## src/rtl/multi_servo_driver_pkg.sv

```systemverilog
// Shared definitions for the multi-channel servo driver.
// Holds the direction encoding and the button-pair decode used by every channel.
package multi_servo_driver_pkg;

    typedef enum logic [1:0] {
        DIR_STOP = 2'b00,
        DIR_CW   = 2'b01,
        DIR_CCW  = 2'b10
    } dir_e;

    // A single pressed button selects a direction; none or both means stop.
    function automatic dir_e decode_dir(input logic cw, input logic ccw);
        case ({cw, ccw})
            2'b10:   return DIR_CW;
            2'b01:   return DIR_CCW;
            default: return DIR_STOP;
        endcase
    endfunction

endpackage

```

## src/rtl/TickCounterRst.sv

```systemverilog
// Free-running modulo-MAX counter with a terminal-count strobe.
// Ports:
//   CLK     system clock
//   rst     asynchronous, active-high reset (counter returns to 0)
//   tick_c  high during the cycle the counter holds MAX-1
module TickCounterRst #(
    parameter int unsigned MAX = 100
) (
    input  logic CLK,
    input  logic rst,
    output logic tick_c
);

    localparam int unsigned CNT_W = (MAX > 1) ? $clog2(MAX) : 1;
    localparam logic [CNT_W-1:0] LAST = CNT_W'(MAX - 1);

    logic [CNT_W-1:0] cnt;

    assign tick_c = (cnt == LAST);

    // Wrap on the terminal count.
    always_ff @(posedge CLK or posedge rst) begin
        if (rst) begin
            cnt <= '0;
        end else if (tick_c) begin
            cnt <= '0;
        end else begin
            cnt <= cnt + CNT_W'(1);
        end
    end

endmodule

```

## src/rtl/servo_channel.sv

```systemverilog
// One servo channel: button decode, per-frame pulse-width stepping with
// saturation, PWM compare and status flags.
// Ports:
//   CLK, RST        clock and asynchronous active-high reset
//   btn_cw/btn_ccw  direction request buttons
//   max_enable      use pw_max as an additional upper limit
//   pw_max          runtime upper limit in us
//   us_cnt          shared position within the frame, in us
//   frame_update    high in the single cycle where the width is reloaded
//   servo           registered PWM output
//   pw              current pulse width, us
//   direction       registered direction (dir_e encoding)
//   general_enable  pw at or above EN_THRESH, one cycle behind pw
//   at_limit        pw sits at the minimum or effective maximum, one cycle behind pw
module servo_channel
    import multi_servo_driver_pkg::*;
#(
    parameter int unsigned PW_W      = 16,
    parameter int unsigned PW_MIN    = 500,
    parameter int unsigned PW_MAX    = 2500,
    parameter int unsigned PW_INIT   = 1500,
    parameter int unsigned STEP_US   = 10,
    parameter int unsigned EN_THRESH = 100
) (
    input  logic            CLK,
    input  logic            RST,
    input  logic            btn_cw,
    input  logic            btn_ccw,
    input  logic            max_enable,
    input  logic [PW_W-1:0] pw_max,
    input  logic [PW_W-1:0] us_cnt,
    input  logic            frame_update,
    output logic            servo,
    output logic [PW_W-1:0] pw,
    output logic [1:0]      direction,
    output logic            general_enable,
    output logic            at_limit
);

    localparam int unsigned EXT_W = PW_W + 1;
    localparam logic [EXT_W-1:0] MIN_X   = EXT_W'(PW_MIN);
    localparam logic [EXT_W-1:0] MAX_X   = EXT_W'(PW_MAX);
    localparam logic [EXT_W-1:0] STEP_X  = EXT_W'(STEP_US);
    localparam logic [PW_W-1:0]  INIT_PW = PW_W'(PW_INIT);
    localparam logic [PW_W-1:0]  EN_PW   = PW_W'(EN_THRESH);

    dir_e             dir_q;
    logic [EXT_W-1:0] pw_x;
    logic [EXT_W-1:0] lim_x;
    logic [EXT_W-1:0] eff_max_x;
    logic [EXT_W-1:0] stepped_x;
    logic [EXT_W-1:0] pw_next_x;

    assign direction = dir_q;

    // Effective ceiling, then step and saturate at one extra bit of headroom.
    always_comb begin
        pw_x      = {1'b0, pw};
        lim_x     = {1'b0, pw_max};
        eff_max_x = MAX_X;
        if (max_enable) begin
            eff_max_x = (lim_x < MAX_X) ? lim_x : MAX_X;
            if (eff_max_x < MIN_X) begin
                eff_max_x = MIN_X;
            end
        end

        stepped_x = pw_x;
        case (dir_q)
            DIR_CW:  stepped_x = pw_x + STEP_X;
            // Going below zero would wrap, so floor at zero and let the min clamp act.
            DIR_CCW: stepped_x = (pw_x < STEP_X) ? '0 : (pw_x - STEP_X);
            default: stepped_x = pw_x;
        endcase

        pw_next_x = stepped_x;
        if (stepped_x < MIN_X) begin
            pw_next_x = MIN_X;
        end else if (stepped_x > eff_max_x) begin
            pw_next_x = eff_max_x;
        end
    end

    // Width only moves on the frame update, so the compare never sees a mid-frame change.
    always_ff @(posedge CLK or posedge RST) begin
        if (RST) begin
            dir_q          <= DIR_STOP;
            pw             <= INIT_PW;
            servo          <= 1'b0;
            general_enable <= 1'b0;
            at_limit       <= 1'b0;
        end else begin
            dir_q          <= decode_dir(btn_cw, btn_ccw);
            if (frame_update) begin
                pw <= PW_W'(pw_next_x);
            end
            servo          <= (us_cnt < pw);
            general_enable <= (pw >= EN_PW);
            at_limit       <= (pw_x == MIN_X) || (pw_x == eff_max_x);
        end
    end

endmodule

```

## src/rtl/multi_servo_driver.sv

```systemverilog
// N-channel servo PWM driver with a shared microsecond prescaler and frame counter.
// Ports:
//   CLK, RST        clock and asynchronous active-high reset
//   BTN_0/BTN_1     per-channel CW/CCW requests
//   max_enable      per-channel enable for the runtime maximum
//   pulseWidth_max  per-channel runtime maximum, channel i at [i*PW_W +: PW_W]
//   SERVO           per-channel PWM outputs
//   servo_position  per-channel pulse width in us
//   direction       per-channel registered direction, 2 bits each
//   general_enable  per-channel width >= EN_THRESH
//   at_limit        per-channel width at the effective min or max
//   frame_tick      one-cycle pulse at each frame wrap
module multi_servo_driver
    import multi_servo_driver_pkg::*;
#(
    parameter int unsigned N_CH      = 2,
    parameter int unsigned TICK_DIV  = 100,
    parameter int unsigned PERIOD_US = 20000,
    parameter int unsigned PW_W      = 16,
    parameter int unsigned PW_MIN    = 500,
    parameter int unsigned PW_MAX    = 2500,
    parameter int unsigned PW_INIT   = 1500,
    parameter int unsigned STEP_US   = 10,
    parameter int unsigned EN_THRESH = 100
) (
    input  logic                 CLK,
    input  logic                 RST,
    input  logic [N_CH-1:0]      BTN_0,
    input  logic [N_CH-1:0]      BTN_1,
    input  logic [N_CH-1:0]      max_enable,
    input  logic [N_CH*PW_W-1:0] pulseWidth_max,
    output logic [N_CH-1:0]      SERVO,
    output logic [N_CH*PW_W-1:0] servo_position,
    output logic [2*N_CH-1:0]    direction,
    output logic [N_CH-1:0]      general_enable,
    output logic [N_CH-1:0]      at_limit,
    output logic                 frame_tick
);

    localparam logic [PW_W-1:0] LAST_US = PW_W'(PERIOD_US - 1);

    logic            us_tick_c;
    logic [PW_W-1:0] us_cnt;
    logic            frame_update;

    TickCounterRst #(
        .MAX (TICK_DIV)
    ) u_prescaler (
        .CLK    (CLK),
        .rst    (RST),
        .tick_c (us_tick_c)
    );

    assign frame_update = us_tick_c && (us_cnt == LAST_US);

    // Microsecond position within the frame; frame_tick marks the wrap.
    always_ff @(posedge CLK or posedge RST) begin
        if (RST) begin
            us_cnt     <= '0;
            frame_tick <= 1'b0;
        end else begin
            frame_tick <= frame_update;
            if (us_tick_c) begin
                us_cnt <= (us_cnt == LAST_US) ? '0 : (us_cnt + PW_W'(1));
            end
        end
    end

    for (genvar i = 0; i < int'(N_CH); i++) begin : g_ch
        servo_channel #(
            .PW_W      (PW_W),
            .PW_MIN    (PW_MIN),
            .PW_MAX    (PW_MAX),
            .PW_INIT   (PW_INIT),
            .STEP_US   (STEP_US),
            .EN_THRESH (EN_THRESH)
        ) u_ch (
            .CLK            (CLK),
            .RST            (RST),
            .btn_cw         (BTN_0[i]),
            .btn_ccw        (BTN_1[i]),
            .max_enable     (max_enable[i]),
            .pw_max         (pulseWidth_max[i*PW_W +: PW_W]),
            .us_cnt         (us_cnt),
            .frame_update   (frame_update),
            .servo          (SERVO[i]),
            .pw             (servo_position[i*PW_W +: PW_W]),
            .direction      (direction[2*i +: 2]),
            .general_enable (general_enable[i]),
            .at_limit       (at_limit[i])
        );
    end

endmodule

```

## config.mk

```make
export PLATFORM = sky130hd
export DESIGN_NAME = multi_servo_driver
export DESIGN_NICKNAME = d
export VERILOG_FILES = /design/src/rtl/multi_servo_driver_pkg.sv /design/src/rtl/TickCounterRst.sv /design/src/rtl/servo_channel.sv /design/src/rtl/multi_servo_driver.sv
export SDC_FILE = /design/constraint.sdc
export NUM_CORES = 1
export LEC_CHECK = 0
export ABC_AREA = 1
export CELL_PAD_IN_SITES_DETAIL_PLACEMENT = 2
export CELL_PAD_IN_SITES_GLOBAL_PLACEMENT = 2
export CORE_MARGIN = 4
export CORE_UTILIZATION = 30
export DETAILED_ROUTE_END_ITERATION = 8
export PLACE_DENSITY = 0.78
export SYNTH_ARGS = -nofsm -noshare
export SYNTH_HDL_FRONTEND = slang
export SYNTH_SLANG_ARGS = --single-unit
export TNS_END_PERCENT = 50
```

## constraint.sdc

```tcl
create_clock -name CLK -period 7.5 [get_ports CLK]
set_clock_uncertainty 0.1 [all_clocks]
set_input_delay 1.125 -clock CLK [delete_from_list [all_inputs] [get_ports CLK]]
set_output_delay 1.125 -clock CLK [all_outputs]
set_load 0.01 [all_outputs]
```

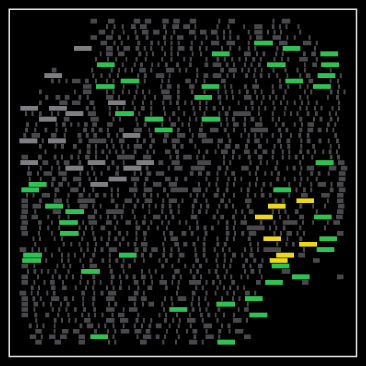
Fig. 1. Hierarchy map of the flops (run 1).
Scale: 2 px per um. Other sequential cells in the stronger gray, the rest of the logic in the fainter gray.
Key: yellow = u_prescaler [sequential cells 7]; green = g_ch [sequential cells 42, where spread over the die]

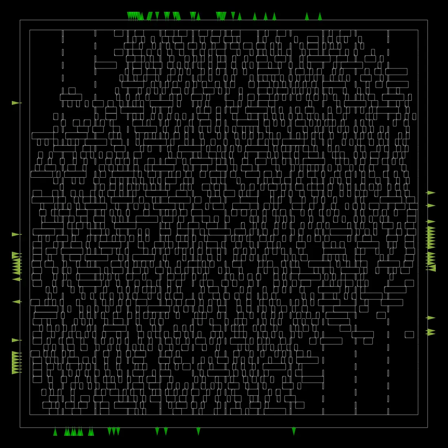
Fig. 2. Placement view (run 1).
Core ar.: 26,900 sq um
Row Count: 60
Core Util, Final: 35.1%

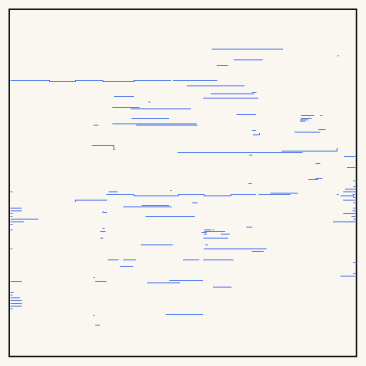
Fig. 3. The metal 3 layer (run 1).
Scale: 2 px per um.
The layer carries 1,070 um of wire. The wires run mostly horizontal.

-- run 1: cells in the mapped netlist (all sizes together), types with 3 or more instances --
library cell	count
dfstp	14
xor2	10
a21oi	49
dfrtp	52
nor3	28
a211oi	3
xnor2	3
o21ai	34
o31ai	11
buf	35
o21a	3
nor4	10
nand3b	13
ha	72
nand3	133
o211ai	8
nor2	170
clkbuf	9
nand2	443
nand4	27
inv	191
-- run 1: metal layers --
metal / wire (um) / track usage (%) / share of wire, % / vias to the layer above
li1: - / - / - / 4402
met1: 16800 / 32.1 / 48 / 4650
met2: 16300 / 39.0 / 47 / 165
met3: 1070 / 2.36 / 3.1 / 33
met4: 472 / 4.12 / 1.4 / 0
met5: 0 / 0 / 0 / -
-- run 1: cells in the final DEF (no fill, tap or decap), drive strengths merged, types with 2 or more instances in the layout --
| cell | count |
|---|---|
| o21a | 3 |
| nor2 | 170 |
| a21o | 2 |
| ha | 72 |
| o211ai | 8 |
| a21oi | 49 |
| o2111ai | 2 |
| and3 | 2 |
| nand4 | 27 |
| clkdlybuf4s50 | 82 |
| inv | 193 |
| nand2 | 443 |
| o21ai | 34 |
| clkbuf | 9 |
| clkinv | 4 |
| o31ai | 11 |
| buf | 3 |
| nand3 | 133 |
| o221ai | 2 |
| clkinvlp | 3 |
| a21boi | 2 |
| nand3b | 13 |
| nor4 | 10 |
| xnor2 | 3 |
| xor2 | 10 |
| a211oi | 3 |
| conb | 8 |
| dfstp | 14 |
| nor3 | 28 |
| dfrtp | 52 |
-- run 1: layout make-up --
type | instances | share of cell area, %
multi-input combinational | 1040 | 58.1
sequential | 66 | 17.7
timing repair buffer | 85 | 8.94
inverter | 193 | 7.79
tap | 341 | 4.53
clock buffer | 9 | 2.39
clock inverter | 7 | 0.571
-- run 1: sequential cells by signal, indices dropped and copies added, names as in the netlist --
name / flops
us_cnt: 16
g_ch.u_ch.direction: 4
g_ch.u_ch.general_enable: 2
g_ch.u_ch.servo: 2
g_ch.u_ch.at_limit: 2
g_ch.u_ch.pw: 32
frame_tick: 1
u_prescaler.cnt: 7
-- run 1: cell families after synthesis --
kind of cell               Yosys count
AOI/OAI and AO/OA                  120
xor gates and xnor gates            13
adders and majority gates           72
buffers and inverters              237
DFF                                 66
other                                1
and+or+nand+nor                    827
-- run 1: worst max-delay path, stage by stage --
cell and delay, ps:
clkdlybuf4s50_1 440, nor2_1 240, nand2_1 90, nand4_1 80, nand2_1 100, nor2_1 570, nand3_1 350, ha_1 380
nand2_1 70, nor2_1 180, nand3b_1 100, nand3_1 100, nand2_1 60, nand2_1 60, nand2_1 40, nand2_1 50
nand2_1 50, nand2_1 50, nand2_1 340, nand2_4 350, nand2_1 100, nand2_1 70, nor2_1 40, nor2_1 100
-- run 1: power by group --
| group | internal [mW] | switching, mW |
|---|---|---|
| clock network | 0.227 | 0.200 |
| logic | 0.0807 | 0.161 |
| registers | 0.358 | 0.00166 |
| total | 0.665 | 0.363 |
==> CHANGELOG.md, run 1 <==
### Changed

- CTS max path bufs: 2
- VDD IR max: 0.0000749 V
- Total power: 1.03 mW
- Port buffer count: 82
- Reg area: 1670 sq um
- Final period util: 66.4%
- Critical Path Start Type: input pin
- Tmin final: 4980 ps
- Status: finished, final reports clean
- Slew at the pin closest to its max-slew limit: 987 ps
- Routed length per instance: 19.9 um
- Complex Gates by Area: 8.96%
- Hold path depth: 1
- Vias per cell: 5.31
- Cells in synth_stat.txt: 1,336
- Post-route ant nets: 0
- Adders+Majority by Area: 11.0%
- Post-synth regs: 66
- Worst path arrival time: 5160 ps
- Full die area: 29,900 sq um
- H-tree levels: 3
- Max Slew Vio Count: 0
- Fillcell total: 3,368
- Via count: 9,250
- TritonCTS Buffers: 9
- Hold worst-path end: u_prescaler.cnt[0]
- Worst r2r src: g_ch[0].u_ch.direction[0]
- Post-Syn Area: 8160 sq um
- Ys Warns: 0
- Number of diodes: 0
- Main flop type: dfrtp_1
- Register share after synthesis: 20.5%
- Placed Cells: 1,725
- CP max FO: 16
- Critical Path Sink: g_ch[1].u_ch.pw[8]
- FP Util: 30.3%
- Initial DRC Count: 536
- DRT Pass-1 Iters: 5
- Post-CTS setup buffers: 0
- Gr usage total: 23.0%
- Via count of the first global-routing pass: 9,868
- Number of enable flip-flop cells: 0
- Crit Reg-Reg Endpoint: g_ch[0].u_ch.pw[8]
- Clk root buf: clkbuf_16
- Crit path kind: input pin to flip-flop
- Final setup fails: 0
- Footprint of the multi-input gates: 5480 sq um
- Placed instance area: 9150 sq um
- Fin. Hold Viols: 0
- Achievable frequency: 0.201 GHz
- # clock sinks: 66
- DP Worst Slack: 2150 ps
- Synth top area share: 19.6%
- Async set-reset flop share out of synthesis: 100%
- Post-synth area from yosys stat: 8160 sq um
- Fin Setup TNS: 0 ps
- Tool Warnings: 30
- Die width: 173 um
- TritonCTS clock tree: done
- Synthesized instance count: 1,336
- Dpl hpwl: 27.3 mm
- Mux frac, synth: 0%
- Worst EP required: 7680 ps
- Initial antenna violation count: 0
- Pleak: 5.08 nW
- Reg-to-reg slack, setup: 2980 ps
- Largest net degree at the start of global routing: 67
- Simple-gate share of the synthesized area: 45.4%
- Post-CTS Resized: 0
- Clk latency late pin: 360 ps
- Crit. End Element: flip-flop
- Yosys top cell by area: nand2_1
- Die Y: 173 um
- Drt total wl: 34.6 mm
- Hold_ws: 373 ps
- Hold path start: u_prescaler.cnt[0]
- P&R area growth vs syn: 15.6%
- XORs/XNORs by Area: 1.40%
- Syn_area_per_cell: 6.10 sq um
- PwrDens: 109 nW/um^2
- Fin area: 9430 sq um
- Critical path launch point: pulseWidth_max[19]
- Cell area leaders: nand2_1 (20%), dfrtp_1 (16%), ha_1 (11%)
- Reg clk slew, reported paths: 60 ps
## Run 2: what changed since run 1
--- a/config.mk
+++ b/config.mk
@@ -9,9 +9,9 @@
 export CELL_PAD_IN_SITES_DETAIL_PLACEMENT = 2
 export CELL_PAD_IN_SITES_GLOBAL_PLACEMENT = 2
 export CORE_MARGIN = 4
-export CORE_UTILIZATION = 30
+export CORE_UTILIZATION = 28
 export DETAILED_ROUTE_END_ITERATION = 8
-export PLACE_DENSITY = 0.78
+export PLACE_DENSITY = 0.76
 export SYNTH_ARGS = -nofsm -noshare
 export SYNTH_HDL_FRONTEND = slang
 export SYNTH_SLANG_ARGS = --single-unit
==> constraint.sdc (replaced) <==
create_clock -name CLK -period 4.4 [get_ports CLK]
set_clock_uncertainty 0.1 [all_clocks]
set_input_delay 0.66 -clock CLK [delete_from_list [all_inputs] [get_ports CLK]]
set_output_delay 0.66 -clock CLK [all_outputs]
set_load 0.01 [all_outputs]
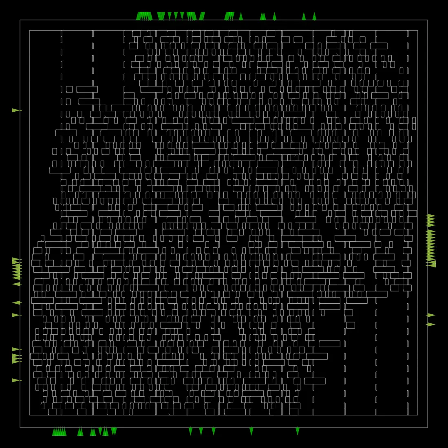
Fig. 4. Placement view (run 2).
Core ar.: 28,700 sq um
tap cell count: 384
Layout Cells excl Fill: 1,802
Flops: 66
fillcell total: 3,619

==> run 2 against run 1 <==
Power up 85%. Die size is 6.8% higher. Register-to-register slack worse by 2500 ps. Synthesized area stayed put. Sequential share of layout area fell by 0.48 points. Setup slack got worse by 2100 ps. Core utilization is 1.3 points lower. Final area is 2.8% higher. Clock-buffer cell count grew 1. Routed wire length grew 2.9%. Highest routed layer unchanged.
==> CHANGELOG.md, run 2 <==
### Changed

- Status: finished, final reports clean
- Async set-reset flop share out of synthesis: 100%
- Hold_ws: 371 ps
- Max-cap viol count: 0
- RSZ-0062 raised after global routing: no
- # IOs: 83
- Tmin final: 3970 ps
- Final period util: 90.1%
- Clk root buf: clkbuf_16
- Post-Syn Area: 8160 sq um
- Die Y: 179 um
- Most frequent cells in the layout: nand2_1 (424), inv_1 (179), nor2_1 (151)
- Yosys top cell by area: nand2_1
- Full die area: 31,900 sq um
- PwrDens: 196 nW/um^2
- Most frequent cell after synthesis: nand2_1
- Cell area leaders: nand2_1 (20%), dfrtp_1 (16%), ha_1 (11%)
- FP Util: 28.4%
- CTS max path bufs: 2
- Initial antenna violation count: 0
- Main flop type: dfrtp_1
- Gr usage total: 22.4%
- Vias per cell: 5.15
- VDD IR max: 0.000136 V
- P&R area growth vs syn: 18.8%
- Fin. Hold Viols: 0
- Post-route ant nets: 0
- Layout cells sized above 1: 8.25%
- Routed length per instance: 19.8 um
- Placed instance area: 9330 sq um
- Largest regs: g_ch.u_ch.pw (32), us_cnt (16), u_prescaler.cnt (7)
- CP top delay family: simple AND/OR/NAND/NOR gates
- Reg clk slew, reported paths: 60 ps
- Syn_area_per_cell: 6.10 sq um
- Fin Setup TNS: 0 ps
- Max reg flops: 32
- Min-Delay Path Class: flip-flop to flip-flop
- CP max FO: 12
- Via count: 9,289
- Fin area: 9690 sq um
- CP max stage delay: 370 ps
- Reg-to-reg slack, setup: 430 ps
- Worst path most repeated cell: nand2_1
- Slowest stage cell, crit path: dfstp_2
- Largest net degree at the start of global routing: 55
- Slew headroom: 39.8%
- Drt total wl: 35.6 mm
- Row Count: 62
- Commonest Layout Cell: nand2_1
- Drt drc: 0
- Total Nets Final: 1,525
- Post-synth area from yosys stat: 8160 sq um
- Pleak: 5.19 nW
- Synth top area share: 19.6%
- Crit. End Element: flip-flop
- Ys Warns: 0
- TritonCTS clock tree: done
- First-pass GRT wire length: 56.4 mm
- DRT Pass-1 Iters: 5
- TritonCTS Buffers: 9
- Achievable frequency: 0.252 GHz
- Max Slew Vio Count: 0
- Netlist cell types: 52
- Die width: 179 um
- Gpl congestion: 0.871
- Crit path kind: flip-flop to flip-flop
- Clk latency late pin: 350 ps
- # clock sinks: 66
- Register share after synthesis: 20.5%
- Tool Warnings: 30
- Cells in synth_stat.txt: 1,336
- Post-synth regs: 66
- WP buf/inv: 5
- Synthesized instance count: 1,336
- Biggest register: g_ch.u_ch.pw
- Post-CTS setup buffers: 0
- Port buffer count: 82
- Slew at the pin closest to its max-slew limit: 902 ps
- Number of diodes: 0
- Number of enable flip-flop cells: 0
- GRT Residual Overflow: 0
- Final setup fails: 0
- Worst path arrival time: 4100 ps
- Dpl hpwl: 28.6 mm
- Initial DRC Count: 460
- Commonest cells post-synth: nand2_1 (425), inv_1 (180), nor2_1 (152)
- Via count of the first global-routing pass: 10,100
- H-tree levels: 3
- Critical Path Start Type: flip-flop
- Worst EP required: 4540 ps
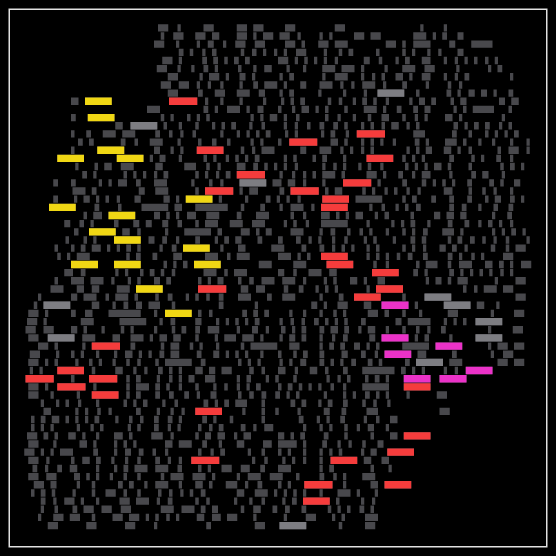
Fig. 5. Where the registers sit (run 2).
Scale: 3 px per um. Other sequential cells in the stronger gray, the rest of the logic in the fainter gray.
Key: yellow = us_cnt [sequential cells 16, where middle left]; red = g_ch.u_ch.pw [sequential cells 32]; magenta = u_prescaler.cnt [sequential cells 7]

[run 2: cell counts after synthesis]
Identical to the previous run, type by type.
[run 2: worst paths after layout]
| path | startpoint | end | cells past startpoint |
|---|---|---|---|
| setup reg to reg | g_ch[1].u_ch.pw[2] | g_ch[1].u_ch.pw[5] | 30 |
| hold reg to reg | u_prescaler.cnt[0] | u_prescaler.cnt[0] | 1 |
| hold / removal | u_prescaler.cnt[0] | u_prescaler.cnt[0] | 1 |
| min in group asynchronous | RST | us_cnt[7] | 2 |
| setup / recovery | g_ch[1].u_ch.pw[2] | g_ch[1].u_ch.pw[5] | 30 |
| max in group asynchronous | RST | g_ch[1].u_ch.pw[0] | 3 |
[run 2: metrics by stage]
step	setup WS (ps)	utilization (%)	instances	total power [mW]
after floorplan	1020	-	1343	0.890
after global placement	235	32.5	1785	1.03
after detailed placement	3.30	32.5	1785	1.05
after CTS	317	33.7	1801	1.92
after global routing	30.5	33.8	1802	2.00
final	434	33.8	1802	1.90
[run 2: cell type report]
cell class                 count  area, sq um  share of cell area, %
multi-input combinational   1040         5480                   56.6
sequential                    66         1670                   17.2
timing repair buffer         102          971                   10.0
inverter                     193          738                   7.62
tap                          384          480                   4.96
clock buffer                  10          229                   2.36
clock inverter                 6          115                   1.19
timing repair inverter         1         5.00                 0.0517
[run 2: cells by family (layout without fill, tap and decap cells)]
kind of cell	after synthesis	count (layout)	synth area share, %
compound gates	120	120	8.96
xor+xnor	13	13	1.40
fa+ha+maj	72	72	11.0
buf+inv	237	312	12.7
flops	66	66	20.5
other cells	1	8	0.0460
simple gates	827	827	45.4
[run 2: worst reg2reg max path, delay by kind of cell, from the launching register on]
kind                       cells  cell delay (ps)
DFF                            1              370
and+or+nand+nor               23             2290
buffers and inverters          5              580
adders and majority gates      2              490
[run 2: report_power, final]
part,switching [mW],total (mW),internal (mW)
Combinational,0.278,0.427,0.148
Clock,0.308,0.864,0.556
Sequential,0.00274,0.612,0.610
[run 2: layer usage]
layer / wire length (um) / global-route usage (%) / vias to the layer above
li1: - / - / 4434
met1: 16800 / 30.2 / 4682
met5: 0 / 0 / -
met2: 17400 / 39.4 / 142
met3: 953 / 2.19 / 31
met4: 410 / 4.16 / 0
[run 2: what timing repair did]
action / 4_1_cts / 5_1_grt
hold buffers: 0 / 0
gates resized: 0 / 3
setup endpoints to repair: 0 / 12
No activity file was given, so power comes from the tool's default toggle rates.
